[src/rtl/demux_32_buf_pkg.sv]
// Shared constants for the demux_32_buf slice: data width, destination count,
// destination indices and accepted-word counter width.
package demux_32_buf_pkg;

   localparam int unsigned DATA_W = 32;
   localparam int unsigned N_DEST = 4;
   localparam int unsigned CNT_W  = 16;

   localparam int unsigned CH_A = 0;
   localparam int unsigned CH_B = 1;
   localparam int unsigned CH_C = 2;
   localparam int unsigned CH_D = 3;

endpackage : demux_32_buf_pkg

[src/rtl/demux_32_slot.sv]
// Single-entry holding slot: a data register plus a full flag.
// A load in the same cycle as a drain keeps the slot full with the new word.
module demux_32_slot
   import demux_32_buf_pkg::*;
(
   input  logic              clk_i,
   input  logic              rst_ni,
   input  logic              load_i,
   input  logic              drain_i,
   input  logic [DATA_W-1:0] data_i,
   output logic [DATA_W-1:0] data_o,
   output logic              full_o
);

   logic [DATA_W-1:0] data_q;
   logic              full_q;
   logic              full_d;

   // Load wins over drain; a drain of an empty slot is harmless.
   always_comb begin
      full_d = full_q;
      if (drain_i) full_d = 1'b0;
      if (load_i)  full_d = 1'b1;
   end

   // Slot state; data is retained after a drain.
   always_ff @(posedge clk_i) begin
      if (!rst_ni) begin
         data_q <= '0;
         full_q <= 1'b0;
      end else begin
         full_q <= full_d;
         if (load_i) data_q <= data_i;
      end
   end

   assign data_o = data_q;
   assign full_o = full_q;

endmodule : demux_32_slot

[src/rtl/demux_32_buf.sv]
// Buffered 1-to-4 demultiplexer with one single-entry slot per destination.
// Optional feature: define DEMUX_32_BUF_CNT_EN to enable the accepted-word
// counter on acc_cnt; otherwise acc_cnt is tied to zero.
module demux_32_buf
   import demux_32_buf_pkg::*;
(
   input  logic              clk,
   input  logic              rst_n,
   input  logic [DATA_W-1:0] S,
   input  logic [1:0]        ctrl,
   input  logic              in_valid,
   output logic              in_ready,
   output logic [DATA_W-1:0] A,
   output logic [DATA_W-1:0] B,
   output logic [DATA_W-1:0] C,
   output logic [DATA_W-1:0] D,
   output logic [N_DEST-1:0] out_valid,
   input  logic [N_DEST-1:0] out_ready,
   output logic [CNT_W-1:0]  acc_cnt
);

   logic [N_DEST-1:0] full;
   logic [N_DEST-1:0] load;
   logic [DATA_W-1:0] slot_data [N_DEST];
   logic              accept;

   // Selected slot can take a word if empty or being drained this cycle.
   assign in_ready = !full[ctrl] || out_ready[ctrl];
   assign accept   = in_valid && in_ready;

   for (genvar i = 0; i < N_DEST; i++) begin : g_slot
      localparam logic [1:0] Idx = 2'(i);

      assign load[i] = accept && (ctrl == Idx);

      demux_32_slot u_slot (
         .clk_i   (clk),
         .rst_ni  (rst_n),
         .load_i  (load[i]),
         .drain_i (out_ready[i]),
         .data_i  (S),
         .data_o  (slot_data[i]),
         .full_o  (full[i])
      );
   end

   assign out_valid = full;
   assign A         = slot_data[CH_A];
   assign B         = slot_data[CH_B];
   assign C         = slot_data[CH_C];
   assign D         = slot_data[CH_D];

`ifdef DEMUX_32_BUF_CNT_EN
   logic [CNT_W-1:0] cnt_q;

   // Count accepted words, wrapping naturally at the counter width.
   always_ff @(posedge clk) begin
      if (!rst_n) begin
         cnt_q <= '0;
      end else if (accept) begin
         cnt_q <= cnt_q + CNT_W'(1);
      end
   end

   assign acc_cnt = cnt_q;
`else
   assign acc_cnt = '0;
`endif

endmodule : demux_32_buf

[config.mk]
export PLATFORM = sky130hd
export DESIGN_NAME = demux_32_buf
export DESIGN_NICKNAME = d
export VERILOG_FILES = /design/src/rtl/demux_32_buf_pkg.sv /design/src/rtl/demux_32_slot.sv /design/src/rtl/demux_32_buf.sv
export SDC_FILE = /design/constraint.sdc
export NUM_CORES = 1
export LEC_CHECK = 0
export ABC_AREA = 1
export CORE_UTILIZATION = 48
export DETAILED_ROUTE_END_ITERATION = 12
export HOLD_SLACK_MARGIN = 0.08
export PLACE_DENSITY = 0.77
export SLEW_MARGIN = 10
export SYNTH_ARGS = -nofsm -noshare
export SYNTH_HDL_FRONTEND = slang
export SYNTH_SLANG_ARGS = --single-unit
[constraint.sdc]
create_clock -name clk -period 1.5 [get_ports clk]
set_input_delay 0.225 -clock clk [delete_from_list [all_inputs] [get_ports clk]]
set_output_delay 0.225 -clock clk [all_outputs]
set_load 0.02 [all_outputs]
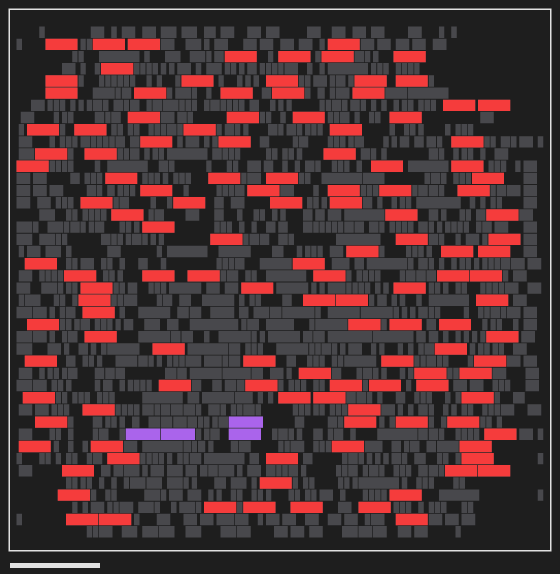
*Sequential cells coloured by netlist name*
Scale bar: 20 um. Other cells in grey.
- g_slot.u_slot.full_o: purple (sequential cells 4)
- g_slot.u_slot.data_o: red (sequential cells 128; where widely spread)

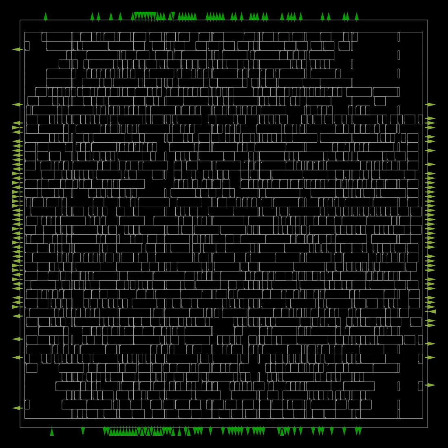
*Placement view*
placeable core region: 13500 sq um
fin cells: 1423
flip-flop and latch share of the layout cell area: 28.1%
final sequential cell count: 132

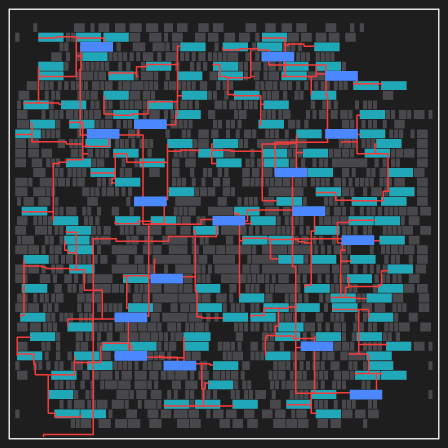
*Routed clock nets over the placement*
- flip-flops: cyan (count 132)
- clock wires: red (length 1670 um)
- clock drivers: blue (count 17)
- flops lie: widely spread
- routed clock nets: 18

==> impl_metrics.ini <==
; yosys + openroad results
[status]
run_status = complete, but fails checks
failed_checks = negative setup slack

[setup_path]
worstReg2RegEnd = g_slot[2].u_slot.data_o[8]
critPathTopFamily = buffers and inverters
crit_path_drt_ps = 1270
timing.rr.start = g_slot[1].u_slot.full_o
worstSetupStartpoint = out_ready[1]
cp_max_fo = 3
crit_chain = clkdlybuf4s50_1 > nand3_2 > nand2_2 > nor2_4 > nand2_8 > buf_4
arrival_time_of_the_worst_setup_path_ps = 1280
cp-end-kind = output pin
critical_path_buf_inv_count = 2

[timing]
fin_crit_ps = 1510
hold-worst-slack_ps = 237
worst_slack_ps = -7.73
layout_worst_path_cycle_share_pct = 101
setup_viol = 1
hold_violations = 0
achievable-frequency_ghz = 0.663

[run]
warning_count = 28

[power]
ir_worst_vdd_v = 0.000777
static-leakage-power_nw = 5.32
totalPowerFinal_mw = 9.54
power.density_cell_area_nw_per_um2 = 1010

[synth]
syn_inst = 1063
simple_logic_cell_fraction_of_the_synthesized_area_pct = 36.1
synth_cell_types = 20
synth_stat.cells = 1063
muxShareOfSynthArea_pct = 0
yosys.area_share.adder_pct = 0
netlist_area_sq_um = 6750
flop_and_latch_count_out_of_synthesis = 132
synthesis.area_per_instance_sq_um = 6.35
edf_count = 0
synth_sequential_area_ratio_pct = 39.2
xor_area_share_pct = 0

[final_layout]
antenna-diode-count = 0
num-fill-cells = 1195

[grt]
grt_start_max_net_pins = 47
globalRouteOverflowTotal = 0
antenna_found_initial = 0
grt_pass1_wl_mm = 31.1

[routing]
wire_per_inst_um = 14.1
drtPass1Iterations = 6
antenna_violating_nets_post_route = 0

[floorplanning]
height_of_the_chip_um = 121

[min_path]
hold_depth = 3
hold_class = input port to register
timing.hold.worst.start = rst_n

[placed_design]
gp_congestion = 0.903

[clock_network]
ctsLongestPathBuffers = 2
## where the power goes
group / total (mW) / switching [mW] / internal [mW]
Combinational: 1.79 / 1.10 / 0.690
Sequential: 3.81 / 0.106 / 3.70
Clock: 3.94 / 1.46 / 2.48
Total: 9.54 / 2.66 / 6.87
## per-stage QoR
stage	setup slack, ps	utilization (%)	std cells
2_1_floorplan	144	-	1078
3_3_place_gp	-635	65.0	1382
3_5_place_dp	-630	65.0	1382
4_1_cts	-7.47	69.0	1419
5_1_grt	-73.9	69.9	1423
6_report	-7.73	69.9	1423
## registers in the layout (all words and copies together) (netlist names)
signal / count
g_slot.u_slot.data_o: 128
g_slot.u_slot.full_o: 4
## logic make-up after synthesis
| logic type | count (synthesis) |
|---|---|
| other | 1 |
| buffers and inverters | 385 |
| flip-flops | 132 |
| AND/OR/NAND/NOR | 541 |
| AND-OR/OR-AND | 4 |
## cells in the mapped netlist, types with 2 or more instances
cell        n  area share [%]
buf_2      14             1.0
inv_2      26             1.4
a21oi_1     4            0.30
dfxtp_1   132              39
nand3_2     4            0.59
nand2_1   272              15
buf_4      21             2.3
nor2_1    130             7.2
inv_1     270              15
buf_6      14             2.3
nand4_1   128              12
buf_1      11            0.61
clkbuf_1   29             1.6
nand3_1     2            0.15
## routing by layer
metal | track usage, % | vias to the layer above | share of wire, %
met5 | 0 | - | 0
met4 | 14.3 | 0 | 3.2
met3 | 5.19 | 42 | 8.2
met2 | 43.5 | 305 | 46
met1 | 36.9 | 2992 | 43
li1 | - | 3437 | -
## layout make-up
cell class              instances  area [sq um]  share of cell area [%]
multi-input cells             561          2570                    27.4
inverters                     296          1110                    11.8
repair buffers                227          2300                    24.4
flip-flops and latches        132          2650                    28.1
clock buffers                  27           513                    5.45
clock inverters                 4          45.0                   0.479
well taps                     176           220                    2.34
Power and IR drop assume default switching activity.
